===== config.mk =====
export PLATFORM = sky130hd
export DESIGN_NAME = regfile_window_reader
export DESIGN_NICKNAME = d
export VERILOG_FILES = /design/src/rtl/regfile_window_reader_pkg.sv /design/src/rtl/regfile_window_reader.sv
export SDC_FILE = /design/constraint.sdc
export NUM_CORES = 1
export LEC_CHECK = 0
export CAP_MARGIN = 25
export CORE_UTILIZATION = 34
export DETAILED_ROUTE_END_ITERATION = 8
export PLACE_DENSITY = 0.68
export SLEW_MARGIN = 10
export SYNTH_ARGS = -nofsm -noshare
export SYNTH_HDL_FRONTEND = slang
export SYNTH_SLANG_ARGS = --single-unit

===== constraint.sdc =====
create_clock -name clk -period 1.41 [get_ports clk]
set_input_delay 0.3525 -clock clk [delete_from_list [all_inputs] [get_ports clk]]
set_output_delay 0.3525 -clock clk [all_outputs]
set_load 0.01 [all_outputs]

===== src/rtl/regfile_window_reader_pkg.sv =====
// Shared convolution definitions: default geometry of the register file,
// window reader FSM encoding and the tap slice helper used by the MAC array.
package regfile_window_reader_pkg;

    // Default geometry of the convolution register file
    localparam int WIDTH_DEF   = 8;
    localparam int DEPTH_DEF   = 5;
    localparam int ADDR_DEF    = 3;
    localparam int TIMEOUT_DEF = 15;

    // Window reader FSM encoding (kept as plain constants for legacy tools)
    localparam int STATE_W = 2;
    typedef logic [STATE_W-1:0] stateT;

    localparam logic [1:0] ST_IDLE    = 2'd0;
    localparam logic [1:0] ST_ISSUE   = 2'd1;
    localparam logic [1:0] ST_WAIT    = 2'd2;
    localparam logic [1:0] ST_PRESENT = 2'd3;

    // Packed window type at default geometry
    typedef logic [DEPTH_DEF*WIDTH_DEF-1:0] windowT;
    typedef logic [WIDTH_DEF-1:0]           tapT;

    // Extract tap k from a packed window; tap0 sits in the least significant word
    function automatic tapT getTap(input windowT win, input int k);
        return win[k*WIDTH_DEF +: WIDTH_DEF];
    endfunction

endpackage


===== src/rtl/regfile_window_reader.sv =====
// Read-side master for the convolution register file. On a start request it
// fetches DEPTH words one at a time (one read outstanding), beginning at a
// programmable address and wrapping circularly, then presents them as one
// packed tap window with a valid/ready handshake.
module regfile_window_reader
    import regfile_window_reader_pkg::*;
#(
    parameter int WIDTH   = WIDTH_DEF,
    parameter int DEPTH   = DEPTH_DEF,
    parameter int ADDR    = ADDR_DEF,
    parameter int TIMEOUT = TIMEOUT_DEF
) (
    input  logic                   clk,
    input  logic                   rst,
    input  logic                   start,
    input  logic [ADDR-1:0]        start_addr,
    output logic                   RdEn,
    output logic [ADDR-1:0]        Address,
    input  logic [WIDTH-1:0]       RdData,
    input  logic                   RdData_valid,
    output logic [DEPTH*WIDTH-1:0] win_data,
    output logic                   win_valid,
    input  logic                   win_ready,
    output logic                   busy,
    output logic                   err
);

    localparam int IDX_W = (DEPTH > 1) ? $clog2(DEPTH) : 1;
    localparam int TMR_W = $clog2(TIMEOUT + 1);

    // Highest legal register file address; anything above is rejected at start
    localparam logic [ADDR-1:0]  LAST_ADDR = ADDR'(DEPTH - 1);
    localparam logic [IDX_W-1:0] LAST_IDX  = IDX_W'(DEPTH - 1);
    // Value of the wait timer in the last cycle before a read is declared lost
    localparam logic [TMR_W-1:0] LAST_TICK = TMR_W'(TIMEOUT - 1);

    stateT            stateReg, stateNext;
    logic [ADDR-1:0]  ptrReg, ptrNext;
    logic [IDX_W-1:0] idxReg, idxNext;
    logic [TMR_W-1:0] timerReg, timerNext;
    logic             errReg, errNext;
    logic             capture;

    // Read data is only meaningful while a read is outstanding
    assign capture = (stateReg == ST_WAIT) && RdData_valid;

    // Next-state logic: sequencing of reads, wrap of the read pointer and timeout
    always_comb begin
        stateNext = stateReg;
        ptrNext   = ptrReg;
        idxNext   = idxReg;
        timerNext = timerReg;
        errNext   = 1'b0;
        case (stateReg)
            ST_IDLE: begin
                if (start) begin
                    if (start_addr <= LAST_ADDR) begin
                        ptrNext   = start_addr;
                        idxNext   = '0;
                        stateNext = ST_ISSUE;
                    end else begin
                        errNext = 1'b1;
                    end
                end
            end
            ST_ISSUE: begin
                timerNext = '0;
                stateNext = ST_WAIT;
            end
            ST_WAIT: begin
                if (RdData_valid) begin
                    if (idxReg == LAST_IDX) begin
                        stateNext = ST_PRESENT;
                    end else begin
                        idxNext   = idxReg + IDX_W'(1);
                        ptrNext   = (ptrReg == LAST_ADDR) ? '0 : ptrReg + ADDR'(1);
                        stateNext = ST_ISSUE;
                    end
                end else if (timerReg == LAST_TICK) begin
                    // Read lost: abandon the partial window without presenting it
                    errNext   = 1'b1;
                    stateNext = ST_IDLE;
                end else begin
                    timerNext = timerReg + TMR_W'(1);
                end
            end
            ST_PRESENT: begin
                if (win_ready) begin
                    stateNext = ST_IDLE;
                end
            end
            default: begin
                stateNext = ST_IDLE;
            end
        endcase
    end

    // Control registers with synchronous reset
    always_ff @(posedge clk) begin
        if (rst) begin
            stateReg <= ST_IDLE;
            ptrReg   <= '0;
            idxReg   <= '0;
            timerReg <= '0;
            errReg   <= 1'b0;
        end else begin
            stateReg <= stateNext;
            ptrReg   <= ptrNext;
            idxReg   <= idxNext;
            timerReg <= timerNext;
            errReg   <= errNext;
        end
    end

    // One storage word per tap; each captures only when its index is being fetched,
    // so the previous window stays visible until overwritten tap by tap
    genvar gi;
    generate
        for (gi = 0; gi < DEPTH; gi++) begin : g_tap
            logic [WIDTH-1:0] tapReg;

            // Capture the returned word into this tap slot
            always_ff @(posedge clk) begin
                if (rst) begin
                    tapReg <= '0;
                end else if (capture && (idxReg == IDX_W'(gi))) begin
                    tapReg <= RdData;
                end
            end

            assign win_data[gi*WIDTH +: WIDTH] = tapReg;
        end
    endgenerate

    // Outputs decoded from the registered state; Address is zero when no read is issued
    assign RdEn      = (stateReg == ST_ISSUE);
    assign Address   = RdEn ? ptrReg : '0;
    assign win_valid = (stateReg == ST_PRESENT);
    assign busy      = (stateReg != ST_IDLE);
    assign err       = errReg;

endmodule

==> run_1/power_grid.png <==
Bar = 20 µm. Pins as bars on the die edge. Tap cells in grey.
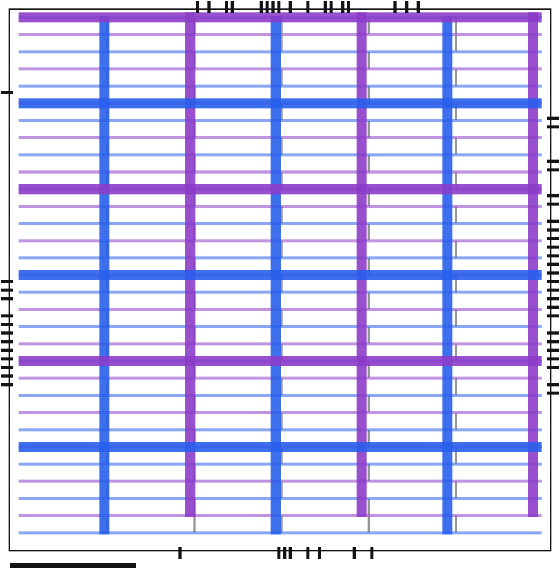
VSS: in blue. VDD: in purple.
6 straps on met4. 63 signal pins sit on the boundary. 80 tap cells. 6 straps on met5.
Vert. Die Dim: 85.5 µm
maximum vdd ir drop: 0.000611 V
CORE AREA: 6760 µm²
Die Width: 85.5 µm

==> run_1/wires.png <==
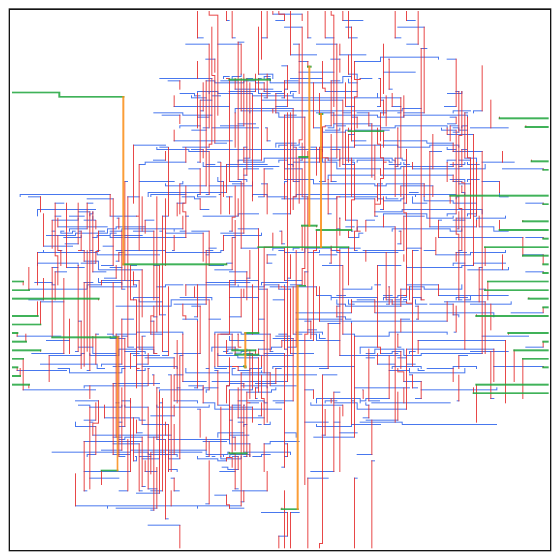
metal 3: in green, wire length 270 µm. metal 2: in red, wire length 3010 µm. metal 4: in orange, wire length 135 µm. metal 1: in blue, wire length 2680 µm.

==> run_1/congestion.png <==
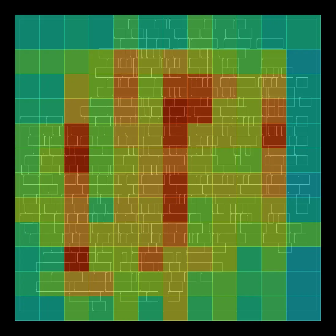
met3 Usage GRT: 3.02%
WL per Instance: 13.4 µm
met2 GRT Util: 29.2%

==> run_1/clk_routes.png <==
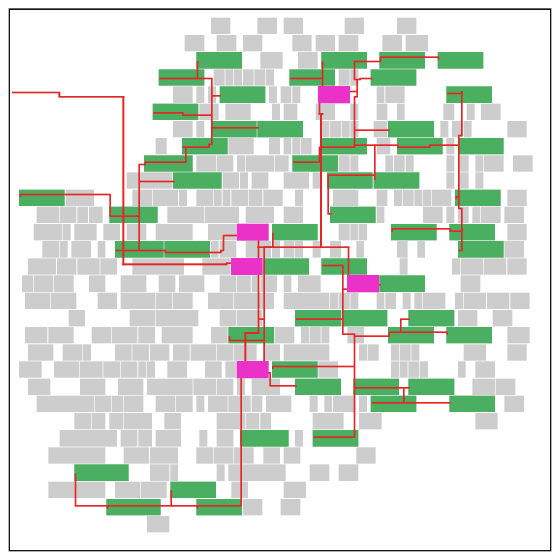
clock drivers: in magenta, count 5. flip-flops: in green, count 53. clock wires: in red, length 607 µm.
There are 6 routed clock nets.
clock skew: 0.00761 ns
Clock Latency Late Sink: 0.31 ns
clock distribution power: 894 µW
Clk pwr share: 23.9%

==> flow_metrics.py, run 1 <==
# Synthesis and PnR figures
metrics = {
    "run": {
        "cap_violations": 0,
    },
    "global_routing": {
        "grt_pass1_vias": 2109,
        "top_usage_layer": "met2",
        "grt_pass1_wl_um": 9840,
    },
    "synthesis": {
        "top_cells_by_count": "71 x nand2_1, 53 x dfxtp_1, 40 x a21oi_1, 14 x ha_1",
        "top_area_share_pct": 44.8,
        "syn_inst": 274,
        "synth.most_common_cell": "nand2_1",
        "ys_cells": 274,
        "fp_nets": 304,
        "synth_top_flop_cell": "dfxtp_1",
        "ys_types": 40,
        "top_logic_kind": "simple AND/OR/NAND/NOR gates",
    },
    "drt": {
        "drt_iter0_drc": 100,
        "dr.pass1.iters": 4,
        "wl_met1_um": 2680,
        "vias": 2226,
    },
    "worst_hold_path": {
        "holdPathStages": 3,
    },
    "timing": {
        "setup_ws_ns": -0.145,
        "layout_min_cycle_time_ns": 1.55,
        "maxSlewViolCount": 0,
        "setup_violations": 48,
        "fmax_ghz": 0.643,
    },
    "worst_setup_path": {
        "start_kind": "flop",
        "end_kind": "flop",
        "critPathCapture": "ptrReg[0]",
        "crit_top_cell": "buf_6",
        "reg2reg_setup_slack_ns": -0.14,
        "path_cells": "buf_6 -> ha_4 -> buf_6 -> mux2i_4 -> or4_1 -> o31ai_1",
        "slowest_delay_ns": 0.40,
    },
    "finish": {
        "area_growth_pct": 56.4,
        "nonClockInverterCount": 12,
        "lay_top_cells": "63 x nand2_1, 46 x dfxtp_1, 42 x dlygate4sd2_1",
        "n_all_buffers": 105,
    },
    "floorplanning": {
        "fp-utilization_pct": 35.1,
        "rows": 30,
        "nWellTaps": 80,
    },
    "place": {
        "placed_area_um2": 3300,
        "place_ws_ns": -0.505,
    },
    "power_and_ir_drop": {
        "p_sw_uw": 1170,
        "power.share.switching_pct": 31.1,
        "finalPower_uw": 3750,
        "seq-power_uw": 1630,
    },
    "cts": {
        "cts_tree": "done",
    },
    "status": {
        "violations": "negative setup slack",
        "outcome": "finished, violations left",
    },
}
==> run_1/placement_by_type.png <==
Bar = 20 µm.
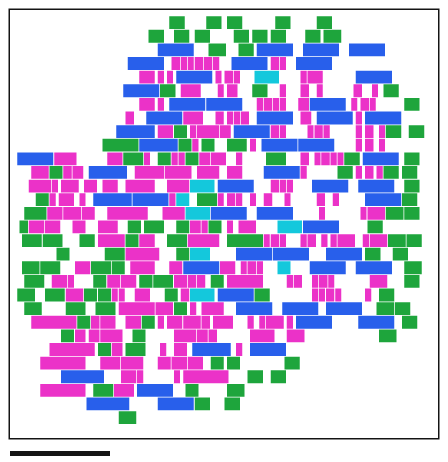

## Run 2: what changed since run 1
--- a/config.mk
+++ b/config.mk
@@ -9,6 +9,7 @@
 export CORE_UTILIZATION = 34
 export DETAILED_ROUTE_END_ITERATION = 8
 export PLACE_DENSITY = 0.68
+export SETUP_SLACK_MARGIN = 0.05
 export SLEW_MARGIN = 10
 export SYNTH_ARGS = -nofsm -noshare
 export SYNTH_HDL_FRONTEND = slang
==> run_2/placement_by_type.png <==
Bar = 20 µm.
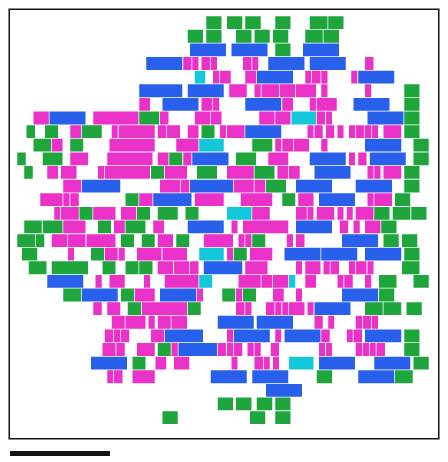
other buffers and delay cells: in green, cells 98. combinational and other logic: in magenta, cells 208. clock drivers and dummy loads: in cyan, cells 8. flops: in blue, cells 53.

==> run_2/power_grid.png <==
Bar = 20 µm. Pins as bars on the die edge. Tap cells in grey.
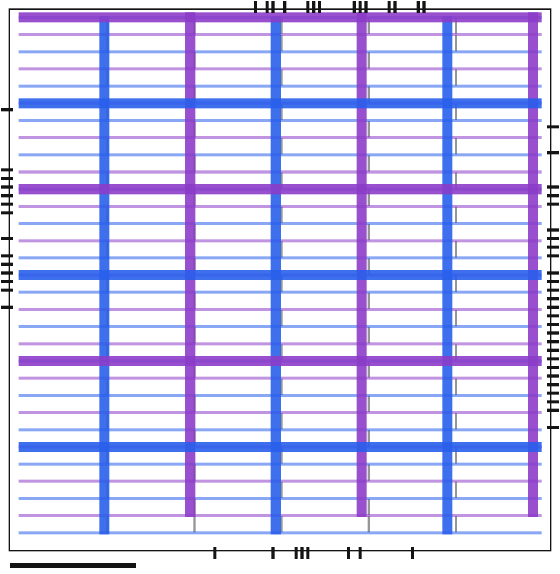
VSS: in blue. VDD: in purple.
6 straps on met4. The core has 30 rows.

==> flow_metrics.py, run 2 <==
# Synthesis and PnR figures
metrics = {
    "status": {
        "outcome": "finished, violations left",
        "violations": "negative setup slack",
    },
    "floorplanning": {
        "nWellTaps": 80,
        "fp-utilization_pct": 35.1,
        "die_h_um": 85.5,
        "rows": 30,
        "die_w_um": 85.5,
        "coreArea_um2": 6760,
    },
    "synthesis": {
        "syn_inst": 274,
        "ys_types": 40,
        "top_area_share_pct": 44.8,
        "fp_nets": 304,
        "synth.most_common_cell": "nand2_1",
        "synth_top_flop_cell": "dfxtp_1",
        "top_cells_by_count": "71 x nand2_1, 53 x dfxtp_1, 40 x a21oi_1, 14 x ha_1",
        "ys_cells": 274,
    },
    "drt": {
        "dr.pass1.iters": 4,
        "drt_iter0_drc": 96,
        "vias": 2205,
    },
    "cts": {
        "cts_tree": "done",
        "clk_latency_ns": 0.31,
    },
    "worst_setup_path": {
        "slowest_delay_ns": 0.43,
        "path_cells": "buf_6 -> ha_4 -> buf_4 -> mux2i_1 -> or4_4 -> o31ai_1",
        "reg2reg_setup_slack_ns": -0.14,
        "start_kind": "flop",
        "end_kind": "flop",
        "critPathCapture": "ptrReg[0]",
    },
    "run": {
        "cap_violations": 0,
    },
    "timing": {
        "fmax_ghz": 0.646,
        "setup_violations": 56,
        "layout_min_cycle_time_ns": 1.55,
        "setup_ws_ns": -0.139,
    },
    "finish": {
        "n_all_buffers": 98,
        "lay_top_cells": "55 x nand2_1, 46 x dfxtp_1, 42 x dlygate4sd2_1",
        "nonClockInverterCount": 12,
        "area_growth_pct": 51.9,
    },
    "power_and_ir_drop": {
        "seq-power_uw": 1640,
        "p_sw_uw": 1130,
        "power.share.switching_pct": 30.8,
    },
    "worst_hold_path": {
        "holdPathStages": 2,
    },
    "place": {
        "place_ws_ns": -0.506,
    },
    "global_routing": {
        "globalRouteMet2Util_pct": 29.7,
        "top_usage_layer": "met2",
        "gr-usage-met3_pct": 4.18,
        "grt_pass1_wl_um": 9950,
    },
}
==> run_2/clk_routes.png <==
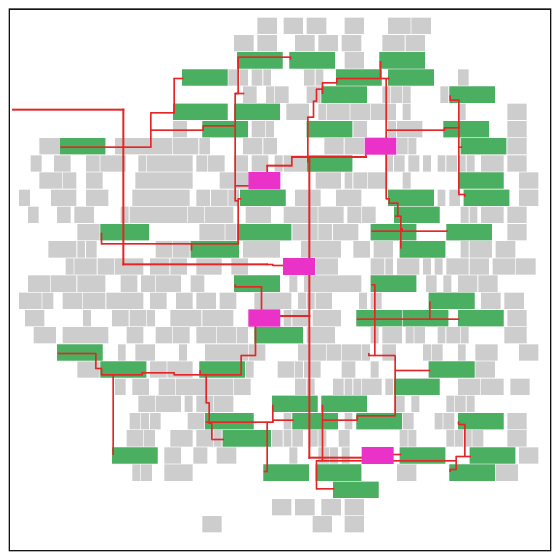
clock wires: in red, length 600 µm. flip-flops: in green, count 53. clock drivers: in magenta, count 5.
There are 6 routed clock nets.
Clk pwr share: 23.4%
clock skew: 0.00517 ns
clock distribution power: 853 µW

Power is estimated from default activity; no workload was simulated.
